Figure 1. Routed metal, one colour a layer (run 1).
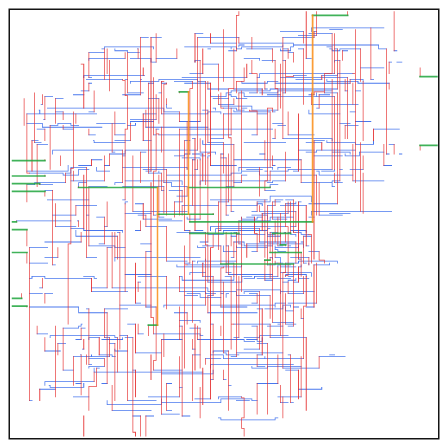
Figure 2. A small window of the routed layout (run 1).
Window x 18 to 58, y 3 to 43 um. Cells in grey, sequential cells in the stronger grey; small squares are vias.
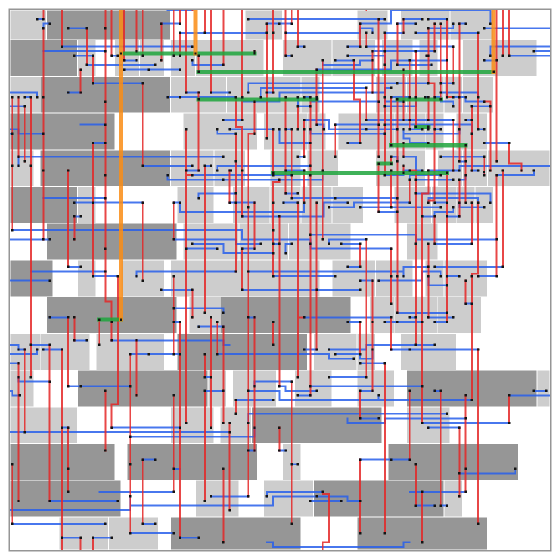
Figure 3. Cell placement (run 1).
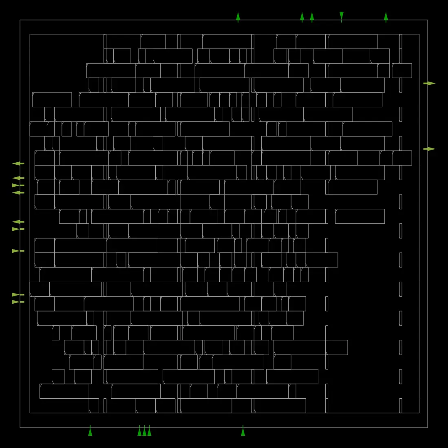
<file path="config.mk">
export PLATFORM = sky130hd
export DESIGN_NAME = seg7_reader
export DESIGN_NICKNAME = d
export VERILOG_FILES = /design/src/rtl/seg7_reader.sv
export SDC_FILE = /design/constraint.sdc
export NUM_CORES = 1
export LEC_CHECK = 0
export CORE_MARGIN = 1.5
export CORE_UTILIZATION = 50
export CTS_CLUSTER_SIZE = 10
export DETAILED_ROUTE_END_ITERATION = 10
export GPL_ROUTABILITY_DRIVEN = 0
export GPL_TIMING_DRIVEN = 0
export HOLD_SLACK_MARGIN = 0.03
export PLACE_DENSITY = 0.75
export SYNTH_ARGS = -nofsm -noshare
export SYNTH_HDL_FRONTEND = slang
export SYNTH_SLANG_ARGS = --single-unit
export TNS_END_PERCENT = 5
</file>
<file path="constraint.sdc">
create_clock -name CLOCK_50 -period 3 [get_ports CLOCK_50]
set_input_delay 0.6 -clock CLOCK_50 [delete_from_list [all_inputs] [get_ports CLOCK_50]]
set_output_delay 0.6 -clock CLOCK_50 [all_outputs]
set_load 0.02 [all_outputs]
</file>
<file path="src/rtl/seg7_reader.sv">
// Recovers hex digits from an active-low 7-segment pattern. The pattern must
// stay stable before it is decoded. Results are queued in a 4-entry FIFO.
module seg7_reader #(
  parameter int STABLE_CYCLES = 4
) (
  input  logic       CLOCK_50,
  input  logic       resetn,
  input  logic [6:0] seg_in,
  output logic       out_valid,
  input  logic       out_ready,
  output logic [3:0] out_digit,
  output logic       out_err,
  output logic [2:0] level,
  output logic       overflow,
  input  logic       clr_ovf
);

  localparam int CW = $clog2(STABLE_CYCLES + 1);
  localparam logic [CW-1:0] CNT_MAX = CW'(STABLE_CYCLES);

  logic [6:0]    ff1, s, last;
  logic [CW-1:0] cnt;
  logic          armed;
  logic          capture;

  logic          dec_err, dec_blank;
  logic [3:0]    dec_digit;

  logic [4:0]    mem [4];
  logic [1:0]    wr_ptr, rd_ptr;
  logic [2:0]    count;
  logic          push, pop, full, accept;

  // seg_in is asynchronous to CLOCK_50, so it passes through a two-flop synchroniser
  always_ff @(posedge CLOCK_50 or negedge resetn) begin
    if (!resetn) begin
      ff1 <= 7'h7F;
      s   <= 7'h7F;
    end else begin
      ff1 <= seg_in;
      s   <= ff1;
    end
  end

  // A pattern fires once when it has been seen STABLE_CYCLES times; after that it must change before it can fire again
  assign capture = armed && (cnt == CNT_MAX);

  always_ff @(posedge CLOCK_50 or negedge resetn) begin
    if (!resetn) begin
      last  <= 7'h7F;
      cnt   <= '0;
      armed <= 1'b0;
    end else if (s != last) begin
      last  <= s;
      cnt   <= CW'(1);
      armed <= 1'b1;
    end else begin
      if (cnt < CNT_MAX) cnt <= cnt + CW'(1);
      if (capture) armed <= 1'b0;
    end
  end

  always_comb begin
    dec_digit = 4'h0;
    dec_err   = 1'b0;
    dec_blank = 1'b0;
    case (last)
      7'h40: dec_digit = 4'h0;
      7'h79: dec_digit = 4'h1;
      7'h24: dec_digit = 4'h2;
      7'h30: dec_digit = 4'h3;
      7'h19: dec_digit = 4'h4;
      7'h12: dec_digit = 4'h5;
      7'h02: dec_digit = 4'h6;
      7'h78: dec_digit = 4'h7;
      7'h00: dec_digit = 4'h8;
      7'h10: dec_digit = 4'h9;
      7'h08: dec_digit = 4'hA;
      7'h03: dec_digit = 4'hB;
      7'h46: dec_digit = 4'hC;
      7'h21: dec_digit = 4'hD;
      7'h06: dec_digit = 4'hE;
      7'h0E: dec_digit = 4'hF;
      7'h7F: dec_blank = 1'b1;
      default: dec_err = 1'b1;
    endcase
  end

  assign push   = capture && !dec_blank;
  assign pop    = out_valid && out_ready;
  assign full   = (count == 3'd4);
  // When the FIFO is full, a pop in the same cycle frees the slot that the push overwrites
  assign accept = push && (!full || pop);

  always_ff @(posedge CLOCK_50 or negedge resetn) begin
    if (!resetn) begin
      for (int i = 0; i < 4; i++) mem[i] <= '0;
      wr_ptr   <= '0;
      rd_ptr   <= '0;
      count    <= '0;
      overflow <= 1'b0;
    end else begin
      if (accept) begin
        mem[wr_ptr] <= {dec_err, dec_digit};
        wr_ptr      <= wr_ptr + 2'd1;
      end
      if (pop) rd_ptr <= rd_ptr + 2'd1;
      case ({accept, pop})
        2'b10:   count <= count + 3'd1;
        2'b01:   count <= count - 3'd1;
        default: count <= count;
      endcase
      if (push && full && !pop) overflow <= 1'b1;
      else if (clr_ovf)         overflow <= 1'b0;
    end
  end

  assign level     = count;
  assign out_valid = (count != 3'd0);
  assign out_digit = out_valid ? mem[rd_ptr][3:0] : 4'h0;
  assign out_err   = out_valid ? mem[rd_ptr][4]   : 1'b0;

endmodule
</file>
==> flow_metrics.py, run 1 <==
# Flow results
metrics = {
    "outcome": {
        "status": "finished clean",
    },
    "final_timing": {
        "worstMarginPinSlew_ns": 0.384,
        "hold_violations": 0,
        "setup_viol": 0,
        "fin_ws_ns": 0.290,
    },
    "logic_synthesis": {
        "yosys.area.top_type": "dfrtp_1",
        "synth-async-reset-ratio_pct": 100,
        "syn-num-nets": 237,
        "top_cell_area_share_pct": 30.0,
    },
    "setup_path": {
        "path_class": "input pin to flop",
        "slowest_stage": "or4b_1",
        "r2r-start": "level[1]",
        "setup.worst_path.start_class": "input pin",
        "critical_path_required_ns": 3.23,
    },
    "final_layout": {
        "drive_gt1_share_pct": 28.3,
        "final_common_cell": "dfrtp_1",
    },
    "route": {
        "viasPerCell": 5.23,
    },
    "global_routing": {
        "grt_pass1_vias": 1713,
        "antenna_found_initial": 0,
    },
    "clock_tree": {
        "clkTransAtPathRegs_ns": 0.09,
        "cts_tree": "built",
    },
    "pwr": {
        "p_per_area_nw_per_um2": 554,
        "power.leakage_nw": 1.29,
        "p_sw_share_pct": 27.3,
    },
    "job": {
        "cap_violations": 0,
    },
    "placed_design": {
        "hpwl_um": 3150,
        "placedInstanceArea_um2": 2970,
    },
}
Back to the opening pictures, Figure 1:
M4 -> orange  # wire length 83.0 um
M2 -> red  # wire length 2,250 um
M3 -> green  # wire length 140 um
M1 -> blue  # wire length 2,030 um

Back to the opening pictures, Figure 2:
M1 -> blue
M2 -> red
M3 -> green
M4 -> orange
netlist names of flops here include = last (7), s (7), ff1 (4)
sequential cells in the window = 20
most frequent = dfstp_2 (18), clkbuf_1 (7), nor2_1 (6)
cells with their middle in the window = 105

Back to the opening pictures, Figure 3:
Util after Layout: 60.4%
post-route insts no fill: 317
FILL cells: 439
sequential cell count: 53
flop share of the area: 43.6%

[run 1: registers in the layout, indices dropped and copies added, names as in the netlist]
name,cells
overflow,1
s,7
mem,20
wr_ptr,2
cnt,3
last,7
armed,1
ff1,7
level,3
rd_ptr,2
[run 1: cells in the mapped netlist, types with 7 or more instances]
master / number
o21ai_1: 12
mux2_4: 8
ha_1: 7
inv_1: 10
nand2_1: 17
nor2_1: 10
dfstp_2: 21
xor2_1: 9
clkbuf_1: 8
dfrtp_1: 32
xnor2_1: 7
and2_1: 7
[run 1: worst reg2reg max path, cell delays in order, from the launching register on]
cell     delay, ns
dfrtp_1       0.43
or4b_1        0.57
o211a_1       0.14
buf_6         0.17
inv_1         0.07
ha_1          0.17
inv_1         0.06
fa_1          0.37
xor2_1        0.15
nor2_1        0.12
xor2_1        0.17
[run 1: worst max-delay path by stage]
stage	from	end	slack (ns)
2_1_floorplan	out_ready	level[2]	0.52
5_1_grt	out_ready	level[2]	0.15
3_5_place_dp	out_ready	level[2]	-0.07
6_report	out_ready	level[2]	0.29
3_3_place_gp	resetn	mem[12]	-0.12
4_1_cts	out_ready	level[2]	0.26
[run 1: metrics by stage]
stage                     setup TNS, ns  hold WS (ns)
after CTS                             0         0.155
after global placement            -3.82         0.346
final                                 0         0.154
after detailed placement        -0.0716         0.347
after global routing                  0         0.149
after floorplan                       0         0.304
[run 1: power by group through the flow]
stage,Sequential (mW),Combinational (mW),Clock (mW)
6_report,0.815,0.377,0.528
5_1_grt,0.824,0.420,0.567
4_1_cts,0.816,0.386,0.540
3_5_place_dp,0.828,0.382,0
3_3_place_gp,0.826,0.371,0
2_1_floorplan,0.845,0.229,0
[run 1: cells by family after synthesis]
family,count (synthesis),synth area share (%)
AND-OR/OR-AND,33,8.99
buffers and inverters,28,5.81
XOR/XNOR,16,5.25
adder cells (fa/ha/maj),8,4.03
multiplexers,15,9.51
flip-flops,53,50.6
AND/OR/NAND/NOR,65,15.8
[run 1: per-layer routing]
metal | part of all wire (%) | GRT usage, % | routed length (um)
met3 | 3.1 | 3.59 | 139
met1 | 45 | 22.1 | 2030
met5 | 0 | 0 | 0
met2 | 50 | 31.5 | 2250
met4 | 1.8 | 6.67 | 82
[run 1: area by class of cell]
type	instances	area, um2	area share [%]
plain buffers	18	118	3.79
well taps	70	87.6	2.82
repair buffers	21	215	6.94
flip-flops and latches	53	1350	43.6
inverters	10	37.5	1.21
multi-input cells	137	1160	37.5
clock inverters	2	35.0	1.13
clock buffers	6	93.8	3.02
==> inputs of run 2 (changes only) <==
clock period = 3.1 ns   (was 3 ns; I/O delays follow)
Figure 4. Routed metal, one colour a layer (run 2).
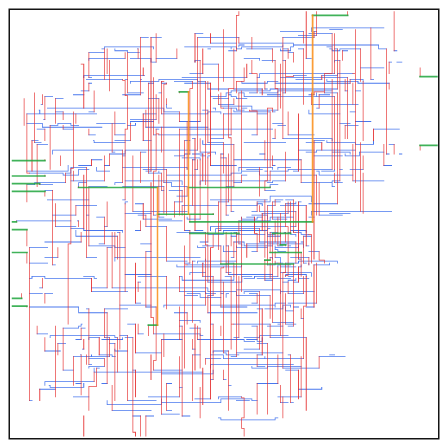
M2 -> red  # wire length 2,250 um
M4 -> orange  # wire length 83.0 um
M3 -> green  # wire length 140 um
M1 -> blue  # wire length 2,030 um

==> run 2 against run 1 <==
  * Die area stayed put
  * Worst setup slack improved by 0.080 ns
  * Final area is the same
  * Flip-flop count did not move
  * Synthesized area unchanged
  * Total power fell by 3.2%
  * Final cell count stayed put
  * Non-clock buffer count unchanged
  * Count of clock-buffer cells in the layout unchanged
  * Highest routed layer unchanged
==> flow_metrics.py, run 2 <==
# Flow results
metrics = {
    "logic_synthesis": {
        "yosys-top-cells-count": "dfrtp_1 (32), dfstp_2 (21), nand2_1 (17), o21ai_1 (12)",
        "synth-async-reset-ratio_pct": 100,
        "syn-num-nets": 237,
        "top_cell_area_share_pct": 30.0,
        "yosys.area.top_type": "dfrtp_1",
        "area_leaders": "dfrtp_1 (30%), dfstp_2 (21%), mux2_4 (4.5%), mux4_2 (4.2%), ha_1 (3.3%)",
        "most_common_cell": "dfrtp_1",
    },
    "final_timing": {
        "setup_viol": 0,
        "worstMarginPinSlew_ns": 0.384,
        "hold_violations": 0,
    },
    "final_layout": {
        "regMostFlops": "mem",
        "drive_gt1_share_pct": 28.3,
        "largest_register_ffs": 20,
        "final_common_cell": "dfrtp_1",
        "layout.nets": 265,
        "fill_cells": 439,
    },
    "global_routing": {
        "track_usage_pct": 18.0,
        "antenna_found_initial": 0,
        "met1_usage_pct": 22.1,
        "grt_use_met2_pct": 31.5,
        "top_usage_layer": "met2",
        "gr-usage-met3_pct": 3.59,
        "grt_pass1_vias": 1713,
    },
    "setup_path": {
        "path_class": "input pin to flop",
        "slowest_stage": "or4b_1",
        "r2r-start": "level[1]",
        "critical_path_required_ns": 3.33,
    },
    "placed_design": {
        "placedInstanceArea_um2": 2970,
        "hpwl_um": 3150,
    },
    "clock_tree": {
        "cts_tree": "built",
        "clkTransAtPathRegs_ns": 0.09,
    },
    "route": {
        "viasPerCell": 5.23,
        "detail_route.wl_per_cell_um": 14.2,
        "first_pass_iters": 4,
        "vias": 1659,
    },
    "pwr": {
        "power.leakage_nw": 1.29,
        "p_per_area_nw_per_um2": 536,
    },
    "floorplan": {
        "core-area_um2": 5140,
    },
    "outcome": {
        "status": "finished clean",
    },
}
-- run 2: cell counts after synthesis --
No cell type changed its count.
-- run 2: worst register-to-register path, cell delays in order (launching register included) --
cell and delay, ns:
dfrtp_1 0.43, or4b_1 0.57, o211a_1 0.14, buf_6 0.17, inv_1 0.07, ha_1 0.17, inv_1 0.06, fa_1 0.37
xor2_1 0.15, nor2_1 0.12, xor2_1 0.17
-- run 2: area by class of cell --
type                            count  area, um2  share of cell area, %
Clock inverter                      2       35.0                   1.13
Tap cell                           70       87.6                   2.82
Timing Repair Buffer               21        215                   6.94
Sequential cell                    53       1350                   43.6
Inverter                           10       37.5                   1.21
Buffer                             18        118                   3.79
Multi-Input combinational cell    137       1160                   37.5
Clock buffer                        6       93.8                   3.02
-- run 2: metrics by stage --
step | util (%) | cells | setup TNS [ns] | hold slack [ns] | setup slack, ns
2_1_floorplan | - | 218 | 0 | 0.324 | 0.603
4_1_cts | 60.4 | 317 | 0 | 0.175 | 0.336
5_1_grt | 60.4 | 317 | 0 | 0.169 | 0.230
6_report | 60.4 | 317 | 0 | 0.174 | 0.370
3_5_place_dp | 57.9 | 309 | 0 | 0.347 | 0.00836
3_3_place_gp | 57.6 | 308 | -1.26 | 0.346 | -0.0417
-- run 2: how the worst max path moves through the flow --
| stage | endpoint | start | cells after the start | slack, ns |
|---|---|---|---|---|
| 2_1_floorplan | level[2] | out_ready | 10 | 0.60 |
| 4_1_cts | level[2] | out_ready | 11 | 0.34 |
| 3_3_place_gp | mem[12] | resetn | 1 | -0.04 |
| 3_5_place_dp | level[2] | out_ready | 11 | 0.008 |
| 5_1_grt | level[2] | out_ready | 11 | 0.23 |
| 6_report | level[2] | out_ready | 11 | 0.37 |
-- run 2: routing by layer --
| metal | vias to the layer above | share of wire, % | wire length [um] |
|---|---|---|---|
| met4 | 0 | 1.8 | 82 |
| met2 | 31 | 50 | 2250 |
| met3 | 8 | 3.1 | 139 |
| met5 | - | 0 | 0 |
| met1 | 826 | 45 | 2030 |
| li1 | 794 | - | - |
-- run 2: logic make-up after synthesis --
kind of cell	count (synthesis)	share of synthesized area (%)
and+or+nand+nor	65	15.8
adders and majority gates	8	4.03
buffers and inverters	28	5.81
xor gates and xnor gates	16	5.25
AOI/OAI and AO/OA	33	8.99
muxes	15	9.51
DFF	53	50.6
-- run 2: report_power, final --
| part | switching [mW] | leakage (nW) | internal [mW] |
|---|---|---|---|
| Clock | 0.222 | 0.0663 | 0.288 |
| Combinational | 0.194 | 0.585 | 0.171 |
| Sequential | 0.0372 | 0.636 | 0.752 |
No activity file was given, so power comes from the tool's default toggle rates.
